**Run 1: the metal 3 layer**

Scale: 3 px per um. Cells faint in the background.
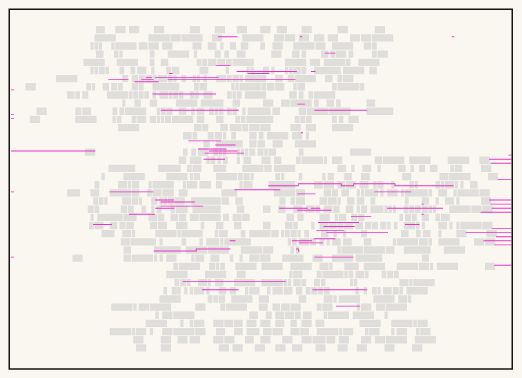
**Run 1: signal wires on met1**

Scale: 1.5 px per um. Supply wires on this layer in grey.
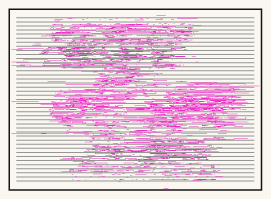
**Run 1: clock wires, drivers and flops**

Scale: 2 px per um.
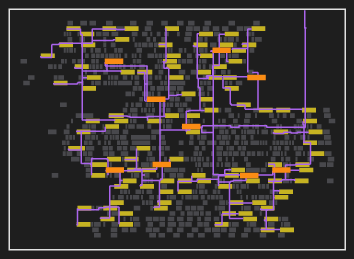
===== src/rtl/ddr3_test_pattern_generator_if.sv =====
// Command/data bus between the pattern generator (master) and the DDR3 controller user port (slave).
interface ddr3_test_pattern_generator_if #(
    parameter int ADDRESS_BITWIDTH      = 15,
    parameter int BANK_ADDRESS_BITWIDTH = 3,
    parameter int DQ_BITWIDTH           = 16
);
    localparam int UA = BANK_ADDRESS_BITWIDTH + ADDRESS_BITWIDTH;

    logic                   cmd_ready;
    logic                   write_enable;
    logic                   read_enable;
    logic [UA-1:0]          i_user_data_address;
    logic [DQ_BITWIDTH-1:0] i_user_data;
    logic                   rd_valid;
    logic [DQ_BITWIDTH-1:0] o_user_data;

    modport master (
        input  cmd_ready,
        input  rd_valid,
        input  o_user_data,
        output write_enable,
        output read_enable,
        output i_user_data_address,
        output i_user_data
    );

    modport slave (
        output cmd_ready,
        output rd_valid,
        output o_user_data,
        input  write_enable,
        input  read_enable,
        input  i_user_data_address,
        input  i_user_data
    );
endinterface


===== src/rtl/ddr3_test_pattern_generator.sv =====
// Writes an address-derived pattern to a contiguous range, reads it back in order and
// reports pass/fail, a saturating mismatch count and the first failing address.
module ddr3_test_pattern_generator #(
    parameter int          ADDRESS_BITWIDTH      = 15,
    parameter int          BANK_ADDRESS_BITWIDTH = 3,
    parameter int          DQ_BITWIDTH           = 16,
    parameter int          NUM_WORDS             = 256,
    parameter logic [15:0] PATTERN_SEED          = 16'hA5C3,
    parameter int          MAX_OUTSTANDING       = 8
) (
    input  logic                                             clk,
    input  logic                                             reset,
    input  logic                                             start,
    ddr3_test_pattern_generator_if.master                    bus,
    output logic                                             busy,
    output logic                                             done,
    output logic                                             pass,
    output logic [15:0]                                      error_count,
    output logic [BANK_ADDRESS_BITWIDTH+ADDRESS_BITWIDTH-1:0] first_error_address
);
    localparam int                     UA         = BANK_ADDRESS_BITWIDTH + ADDRESS_BITWIDTH;
    localparam logic [UA-1:0]          LAST_ADDR  = UA'(NUM_WORDS - 1);
    localparam logic [UA:0]            LAST_CHECK = (UA+1)'(NUM_WORDS - 1);
    localparam logic [7:0]             MAX_OUT    = 8'(MAX_OUTSTANDING);
    localparam logic [DQ_BITWIDTH-1:0] SEED       = DQ_BITWIDTH'(PATTERN_SEED);

    typedef enum logic [2:0] {
        S_IDLE,
        S_WRITE,
        S_READ,
        S_DRAIN,
        S_DONE
    } state_t;

    // Address is zero-extended or truncated to the data width before the seed is applied.
    function automatic logic [DQ_BITWIDTH-1:0] patternOf(input logic [UA-1:0] addr);
        return DQ_BITWIDTH'(addr) ^ SEED;
    endfunction

    state_t                 r_state;
    logic                   r_writeEnable;
    logic                   r_readEnable;
    logic [UA-1:0]          r_address;
    logic [DQ_BITWIDTH-1:0] r_data;
    logic                   r_busy;
    logic                   r_done;
    logic                   r_pass;
    logic [15:0]            r_errorCount;
    logic [UA-1:0]          r_firstErrorAddress;
    logic [7:0]             r_outstanding;
    logic [UA:0]            r_checkCount;

    state_t                 w_nextState;
    logic                   w_nextWriteEnable;
    logic                   w_nextReadEnable;
    logic [UA-1:0]          w_nextAddress;
    logic [DQ_BITWIDTH-1:0] w_nextData;
    logic                   w_nextBusy;
    logic                   w_nextDone;
    logic                   w_nextPass;
    logic [15:0]            w_nextErrorCount;
    logic [UA-1:0]          w_nextFirstErrorAddress;
    logic [7:0]             w_nextOutstanding;
    logic [UA:0]            w_nextCheckCount;

    logic                   w_writeXfer;
    logic                   w_readXfer;
    logic                   w_returned;
    logic [UA-1:0]          w_checkAddr;
    logic                   w_mismatch;

    // Returned data only counts while a read is actually in flight; stale returns after an abort are dropped.
    assign w_writeXfer = r_writeEnable & bus.cmd_ready;
    assign w_readXfer  = r_readEnable & bus.cmd_ready;
    assign w_returned  = bus.rd_valid & (r_outstanding != 8'd0);
    assign w_checkAddr = r_checkCount[UA-1:0];
    assign w_mismatch  = w_returned & (bus.o_user_data != patternOf(w_checkAddr));

    always_ff @(posedge clk) begin
        if (reset) begin
            r_state <= S_IDLE;
        end else begin
            r_state <= w_nextState;
        end
    end

    always_comb begin
        w_nextState             = r_state;
        w_nextWriteEnable       = r_writeEnable;
        w_nextReadEnable        = r_readEnable;
        w_nextAddress           = r_address;
        w_nextData              = r_data;
        w_nextBusy              = r_busy;
        w_nextDone              = r_done;
        w_nextPass              = r_pass;
        w_nextErrorCount        = r_errorCount;
        w_nextFirstErrorAddress = r_firstErrorAddress;
        w_nextOutstanding       = r_outstanding;
        w_nextCheckCount        = r_checkCount;

        if (w_readXfer && !w_returned) begin
            w_nextOutstanding = r_outstanding + 8'd1;
        end else if (!w_readXfer && w_returned) begin
            w_nextOutstanding = r_outstanding - 8'd1;
        end

        if (w_returned) begin
            w_nextCheckCount = r_checkCount + (UA+1)'(1);
            if (w_mismatch) begin
                if (r_errorCount != 16'hFFFF) begin
                    w_nextErrorCount = r_errorCount + 16'd1;
                end
                if (r_errorCount == 16'd0) begin
                    w_nextFirstErrorAddress = w_checkAddr;
                end
            end
        end

        case (r_state)
            S_IDLE, S_DONE: begin
                if (start) begin
                    w_nextState             = S_WRITE;
                    w_nextWriteEnable       = 1'b1;
                    w_nextReadEnable        = 1'b0;
                    w_nextAddress           = '0;
                    w_nextData              = patternOf('0);
                    w_nextBusy              = 1'b1;
                    w_nextDone              = 1'b0;
                    w_nextPass              = 1'b0;
                    w_nextErrorCount        = 16'd0;
                    w_nextFirstErrorAddress = '0;
                    w_nextOutstanding       = 8'd0;
                    w_nextCheckCount        = '0;
                end
            end
            S_WRITE: begin
                if (w_writeXfer) begin
                    if (r_address == LAST_ADDR) begin
                        w_nextState       = S_READ;
                        w_nextWriteEnable = 1'b0;
                        w_nextReadEnable  = 1'b1;
                        w_nextAddress     = '0;
                    end else begin
                        w_nextAddress = r_address + UA'(1);
                        w_nextData    = patternOf(r_address + UA'(1));
                    end
                end
            end
            S_READ: begin
                // Enable is registered, so it is derived from the outstanding count it will see next cycle.
                if (w_readXfer) begin
                    w_nextAddress = r_address + UA'(1);
                end
                if (w_readXfer && (r_address == LAST_ADDR)) begin
                    w_nextState      = S_DRAIN;
                    w_nextReadEnable = 1'b0;
                end else begin
                    w_nextReadEnable = (w_nextOutstanding < MAX_OUT);
                end
            end
            S_DRAIN: begin
                if (w_returned && (r_checkCount == LAST_CHECK)) begin
                    w_nextState = S_DONE;
                    w_nextBusy  = 1'b0;
                    w_nextDone  = 1'b1;
                    w_nextPass  = (w_nextErrorCount == 16'd0);
                end
            end
            default: begin
                w_nextState = S_IDLE;
            end
        endcase
    end

    always_ff @(posedge clk) begin
        if (reset) begin
            r_writeEnable       <= 1'b0;
            r_readEnable        <= 1'b0;
            r_address           <= '0;
            r_data              <= '0;
            r_busy              <= 1'b0;
            r_done              <= 1'b0;
            r_pass              <= 1'b0;
            r_errorCount        <= 16'd0;
            r_firstErrorAddress <= '0;
            r_outstanding       <= 8'd0;
            r_checkCount        <= '0;
        end else begin
            r_writeEnable       <= w_nextWriteEnable;
            r_readEnable        <= w_nextReadEnable;
            r_address           <= w_nextAddress;
            r_data              <= w_nextData;
            r_busy              <= w_nextBusy;
            r_done              <= w_nextDone;
            r_pass              <= w_nextPass;
            r_errorCount        <= w_nextErrorCount;
            r_firstErrorAddress <= w_nextFirstErrorAddress;
            r_outstanding       <= w_nextOutstanding;
            r_checkCount        <= w_nextCheckCount;
        end
    end

    assign bus.write_enable        = r_writeEnable;
    assign bus.read_enable         = r_readEnable;
    assign bus.i_user_data_address = r_address;
    assign bus.i_user_data         = r_data;
    assign busy                    = r_busy;
    assign done                    = r_done;
    assign pass                    = r_pass;
    assign error_count             = r_errorCount;
    assign first_error_address     = r_firstErrorAddress;
endmodule


===== src/flat_wrapper.sv =====
// flat-port wrapper written by rule: the top's interface ports become plain ports
module ddr3_test_pattern_generator_flat 
#(
    parameter int          ADDRESS_BITWIDTH      = 15,
    parameter int          BANK_ADDRESS_BITWIDTH = 3,
    parameter int          DQ_BITWIDTH           = 16,
    parameter int          NUM_WORDS             = 256,
    parameter logic [15:0] PATTERN_SEED          = 16'hA5C3,
    parameter int          MAX_OUTSTANDING       = 8
)
  (clk, reset, start, busy, done, pass, error_count, first_error_address, bus_cmd_ready, bus_rd_valid, bus_o_user_data, bus_write_enable, bus_read_enable, bus_i_user_data_address, bus_i_user_data);
  ddr3_test_pattern_generator_if #(.ADDRESS_BITWIDTH(ADDRESS_BITWIDTH), .BANK_ADDRESS_BITWIDTH(BANK_ADDRESS_BITWIDTH), .DQ_BITWIDTH(DQ_BITWIDTH)) bus_i ();
  input  logic clk;
  input  logic reset;
  input  logic start;
  output logic busy;
  output logic done;
  output logic pass;
  output logic [15:0] error_count;
  output logic [BANK_ADDRESS_BITWIDTH+ADDRESS_BITWIDTH-1:0] first_error_address;
  input wire logic [$bits(bus_i.cmd_ready)-1:0] bus_cmd_ready;
  input wire logic [$bits(bus_i.rd_valid)-1:0] bus_rd_valid;
  input wire logic [$bits(bus_i.o_user_data)-1:0] bus_o_user_data;
  output wire logic [$bits(bus_i.write_enable)-1:0] bus_write_enable;
  output wire logic [$bits(bus_i.read_enable)-1:0] bus_read_enable;
  output wire logic [$bits(bus_i.i_user_data_address)-1:0] bus_i_user_data_address;
  output wire logic [$bits(bus_i.i_user_data)-1:0] bus_i_user_data;
  assign bus_i.cmd_ready = bus_cmd_ready;
  assign bus_i.rd_valid = bus_rd_valid;
  assign bus_i.o_user_data = bus_o_user_data;
  assign bus_write_enable = bus_i.write_enable;
  assign bus_read_enable = bus_i.read_enable;
  assign bus_i_user_data_address = bus_i.i_user_data_address;
  assign bus_i_user_data = bus_i.i_user_data;
  ddr3_test_pattern_generator #(.ADDRESS_BITWIDTH(ADDRESS_BITWIDTH), .BANK_ADDRESS_BITWIDTH(BANK_ADDRESS_BITWIDTH), .DQ_BITWIDTH(DQ_BITWIDTH), .NUM_WORDS(NUM_WORDS), .PATTERN_SEED(PATTERN_SEED), .MAX_OUTSTANDING(MAX_OUTSTANDING)) u_core (.clk(clk), .reset(reset), .start(start), .bus(bus_i), .busy(busy), .done(done), .pass(pass), .error_count(error_count), .first_error_address(first_error_address));
endmodule

===== config.mk =====
export PLATFORM = sky130hd
export DESIGN_NAME = ddr3_test_pattern_generator_flat
export DESIGN_NICKNAME = d
export VERILOG_FILES = /design/src/rtl/ddr3_test_pattern_generator_if.sv /design/src/rtl/ddr3_test_pattern_generator.sv /design/src/flat_wrapper.sv
export SDC_FILE = /design/constraint.sdc
export NUM_CORES = 1
export LEC_CHECK = 0
export ABC_CLOCK_PERIOD_IN_PS = 2900
export CORE_ASPECT_RATIO = 0.7
export CORE_MARGIN = 4
export CORE_UTILIZATION = 30
export CTS_CLUSTER_DIAMETER = 30
export DETAILED_ROUTE_END_ITERATION = 16
export MAX_ROUTING_LAYER = met4
export SETUP_SLACK_MARGIN = 0.3
export SLEW_MARGIN = 20
export SYNTH_ARGS = -nofsm -noshare
export SYNTH_HDL_FRONTEND = slang
export SYNTH_SLANG_ARGS = --single-unit

===== constraint.sdc =====
create_clock -name clk -period 2.9 [get_ports clk]
set_clock_uncertainty 0.1 [all_clocks]
set_input_delay 0.725 -clock clk [delete_from_list [all_inputs] [get_ports clk]]
set_output_delay 0.725 -clock clk [all_outputs]
set_load 0.005 [all_outputs]

==> impl_metrics.toml, run 1 <==
# flow metrics
[status]
status = "finished, final reports clean"

[route]
drt_first_pass_iters = 6
first_iter_violations = 580
top_layer = "met4"
dr_wl_met2_um = 6295
via_per_inst = 4.957

[logic_synthesis]
ys_async_sr_fraction_pct = 0
netlist.area_leader.share_pct = 38.74
top_logic_kind = "simple AND/OR/NAND/NOR gates"
synth_nets = 687
ys_sh_mux_pct = 4.537
area_leaders = "dfxtp_1, nor2_1, xnor2_1, xor2_1, mux2i_1"
synth_area_per_cell_um2 = 8.077
enable_flop_cells = 0
xor_area_share_pct = 11.02
simple_gate_share_pct = 27.64
flop_cell = "dfxtp_1"
postSynthCellCount = 659
ys_cells = 659
ys_seq_share_pct = 38.74
synth_area_mm2 = 0.005323
yosysTopAreaCell = "dfxtp_1"
netlist_top_cells_count = "dfxtp_1, nor2_1, nand2_1"
compound_area_share_pct = 11.97

[timing]
fmax_ghz = 0.3854
min_period_ns = 2.595
holdWs_ns = 0.3559
finalClockPeriodUsage_pct = 89.47
rsz0062_at_grt = "yes"
fin_tns_setup_ns = 0
final_hold_viol_count = 0

[cts]
insertion_delay_ns = 0.36
clkSinkCount = 103
cts_tree = "yes"
clockBufferDepth = 2
cts_root_buf = "clkbuf_16"
clk_pin_slew_ns = 0.07
cts_buffers = 9
h-tree-depth = 3

[pwr]
p_clk_share_pct = 25.1
switching_share_pct = 34.28
comb_power_share_pct = 39.9
p_int_mw = 3.039
irDropWorstVdd_mv = 0.4132
p_leak_nw = 2.502
power_mw = 4.624

[worst_setup_path]
critical-path-top-delay-family = "simple AND/OR/NAND/NOR gates"
crit_type = "reg -> reg"
crit_fanout = 3
cp-start-kind = "register"
crit_slowest_cell = "or4b_1"
timing.rr.start = "u_core.r_outstanding[1]"
r2r_slack_ns = 0.31
critPathCaptureType = "register"

[layout]
clock_cell_area_share_pct = 3.834
drive_gt1_share_pct = 12.71
buffers = 149
most-common-layout-cells = "nor2_1, dfxtp_1, clkdlybuf4s50_1"
layout_top_cell = "nor2_1"
seq_cell_count = 103
seq_share_pct = 28.76
nets = 802
fill_cells = 1715
final_util_pct = 41.77
top_register = "u_core.r_checkCount"
logic_gate_count = 497
diodes = 0
clockBufferCount = 12

[die]
fp.dieH_um = 119.4
initial_core_util_pct = 30.83
core_mm2 = 0.01727
taps = 231
rows = 40
ios = 94

[placement]
placedCellCount = 984
postPlaceCellArea_mm2 = 0.006778
place_hpwl_um = 11480
gp_congestion = 0.8788
port-buffer-count = 93
dp_slack_ns = -0.05568

[global_route]
grt_pass1_vias = 4609
met2_usage_pct = 21.26
overflow = 0
use_met1_pct = 24.25

[job]
warning_count = 32
drv_cap = 0

[min_path]
whs_endpoint = "u_core.done"
whs_path_depth = 2
-- 'the metal 3 layer' (at the start) --
The longest straight run is 42.3 um. The layer holds 5.0% of the routed length. 62 nets have wire on it. The layer carries 776 um of wire. The wires run mostly horizontal.
met3 GRT Util: 3.417%
via count: 5007
WL final: 15550 um

-- 'signal wires on met1' (at the start) --
The layer holds 53% of the routed length. 744 nets have wire on it.

-- 'clock wires, drivers and flops' (at the start) --
Key: orange = clock drivers [count 9]; purple = clock wires [length 1400 um]; yellow = flip-flops [count 103]
There are 10 routed clock nets.

[run 1: worst max-delay path by stage]
stage                            startpoint                      to  cells past startpoint
finish              u_core.r_outstanding[1]  u_core.bus.read_enable                      9
global route        u_core.r_outstanding[1]  u_core.bus.read_enable                     10
CTS                 u_core.r_outstanding[1]  u_core.bus.read_enable                      9
detailed placement       bus_o_user_data[2]             u_core.pass                      8
global placement         bus_o_user_data[2]             u_core.pass                      9
floorplan           u_core.r_outstanding[3]  u_core.bus.read_enable                     10
[run 1: power groups by stage]
stage	registers [mW]	logic [mW]	clock network [mW]
finish	1.62	1.84	1.16
global route	1.63	2.02	1.25
CTS	1.62	1.75	1.19
detailed placement	1.65	1.57	0
global placement	1.65	1.57	0
floorplan	1.61	1.24	0
**Run 1: placement density heat map**

Scale: 2 px per um. The die is cut into 17 by 12 equal tiles; white is low, dark blue is high, 0 to 100% covered.
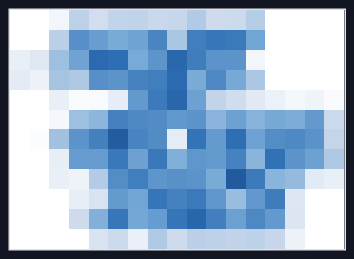

## Run 2: what changed since run 1
- RECOVER_POWER: unset -> 25
**Run 2: placement density heat map**

Scale: 2 px per um. The die is cut into 17 by 12 equal tiles; white is low, dark blue is high, 0 to 100% covered.
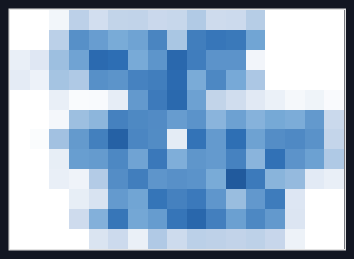
22% of the tiles are nearly empty. The fullest tile reaches 83%. The mean over all tiles is 35%.
core area: 0.01727 mm^2
fp util: 30.83%
post-layout util: 41.67%

**Run 2: signal wires on met1**

Scale: 1.5 px per um. Supply wires on this layer in grey.
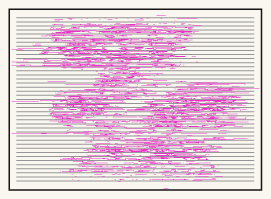
The wires run mostly horizontal. The layer carries 8200 um of wire. The layer holds 53% of the routed length.
GR Layer Usage met1: 24.25%
WL final: 15510 um
via count: 5024

==> run 2 against run 1 <==
Compared with the run above: global-route usage unchanged; worst hold slack worse by 0.0034 ns; register-to-register slack lost 0.06 ns; largest cell class unchanged; sequential power hardly changed.
==> impl_metrics.toml, run 2 <==
# flow metrics
[logic_synthesis]
ys.flops = 103
synth_area_per_cell_um2 = 8.077
netlist.area_leader.share_pct = 38.74
compound_area_share_pct = 11.97
yosysTopAreaCell = "dfxtp_1"
postSynthCellCount = 659
ys_async_sr_fraction_pct = 0
synth_area_mm2 = 0.005323
flop_cell = "dfxtp_1"
top_logic_kind = "simple AND/OR/NAND/NOR gates"
ys_cells = 659
simple_gate_share_pct = 27.64
netlist_top_cells_count = "dfxtp_1, nor2_1, nand2_1"
ys_seq_share_pct = 38.74
area_leaders = "dfxtp_1, nor2_1, xnor2_1, xor2_1, mux2i_1"
synth_nets = 687
xor_area_share_pct = 11.02
ys_sh_mux_pct = 4.537
enable_flop_cells = 0

[layout]
most-common-layout-cells = "nor2_1, dfxtp_1, clkdlybuf4s50_1"
n_all_inverters = 14
seq_share_pct = 28.78
drive_gt1_share_pct = 12.20
top_register = "u_core.r_checkCount"
layout_top_cell = "nor2_1"
largest_register_ffs = 19
nets = 802
clock_cell_area_share_pct = 3.843
seq_cell_count = 103
buffers = 149
clockBufferCount = 12
fill_cells = 1721
diodes = 0
final-nonclk-buf-share_pct = 19.28
logic_gate_count = 497

[global_route]
use_met3_pct = 3.417
grt_pass1_vias = 4609
met2_usage_pct = 21.26
antenna_found_initial = 0
overflow = 0

[pwr]
irDropWorstVdd_mv = 0.4139
dominant_power_group = "combinational cells"
p_clk_share_pct = 25.5
p_int_mw = 2.989
pg_seq_mw = 1.61
p_leak_nw = 2.609
pg_comb_mw = 1.80
switching_share_pct = 34.63
clk-power_mw = 1.16
p_seq_share_pct = 35.3
comb_power_share_pct = 39.3

[worst_setup_path]
timing.rr.start = "u_core.r_outstanding[1]"
crit_type = "reg -> reg"
cp-start-kind = "register"
critical-path-top-delay-family = "simple AND/OR/NAND/NOR gates"
crit_slowest_cell = "or4b_1"
crit_start = "u_core.r_outstanding[1]"
critPathRequiredTime_ns = 3.08
worstSetupPathDepth = 10
worstSetupEndpoint = "u_core.bus.read_enable"
critPathCaptureType = "register"
r2r_slack_ns = 0.25
crit_fanout = 3

[min_path]
whs_endpoint = "u_core.done"
whs_path_depth = 2
hp-class = "reg -> reg"
worstHoldStart = "u_core.done"

[cts]
clockBufferDepth = 2
cts_resized = 8
cts_tree = "yes"
cts_buffers = 9
clkSinkCount = 103
cts_root_buf = "clkbuf_16"
clk_pin_slew_ns = 0.07
insertion_delay_ns = 0.36
h-tree-depth = 3
holdBufCountCts = 0

[route]
dr_wl_met2_um = 6327
drt_first_pass_iters = 5
top_layer = "met4"
via_per_inst = 4.974
met1_length_um = 8199
first_iter_violations = 515

[timing]
final_hold_viol_count = 0
min_period_ns = 2.650
fmax_ghz = 0.3774
slew_violations = 0
finalClockPeriodUsage_pct = 91.37
rsz0062_at_grt = "yes"

[die]
die_area_mm2 = 0.01997
rows = 40
ios = 94
fp.dieH_um = 119.4
taps = 231

[placement]
place_hpwl_um = 11480
port-buffer-count = 93
gp_congestion = 0.8788
dp_slack_ns = -0.05568
postPlaceCellArea_mm2 = 0.006778

[status]
status = "finished, final reports clean"

[job]
drv_cap = 0
warning_count = 32
==> run 2: stage by stage <==
step	total power, mW	cells	hold WS (ns)	setup TNS, ns	util (%)
floorplan	2.851	659	0.3527	0	-
global placement	3.225	984	0.3465	-0.04753	39.25
detailed placement	3.225	984	0.3552	-0.08749	39.25
CTS	4.563	1008	0.3649	0	41.38
global route	4.843	1010	0.3848	0	41.67
finish	4.573	1010	0.3526	0	41.67
==> run 2: kinds of logic (layout without fill, tap and decap cells) <==
family,Yosys count,count (layout)
simple gates,301,301
flops,103,103
compound gates,98,98
xor+xnor,67,67
buf+inv,59,179
mux,24,24
fa+ha+maj,7,7
==> run 2: worst min-delay path, stage by stage (launching register included) <==
cell and delay (ns):
dfxtp_1 0.31, nand2_1 0.05, a21oi_1 0.05
Power is estimated from default activity; no workload was simulated.
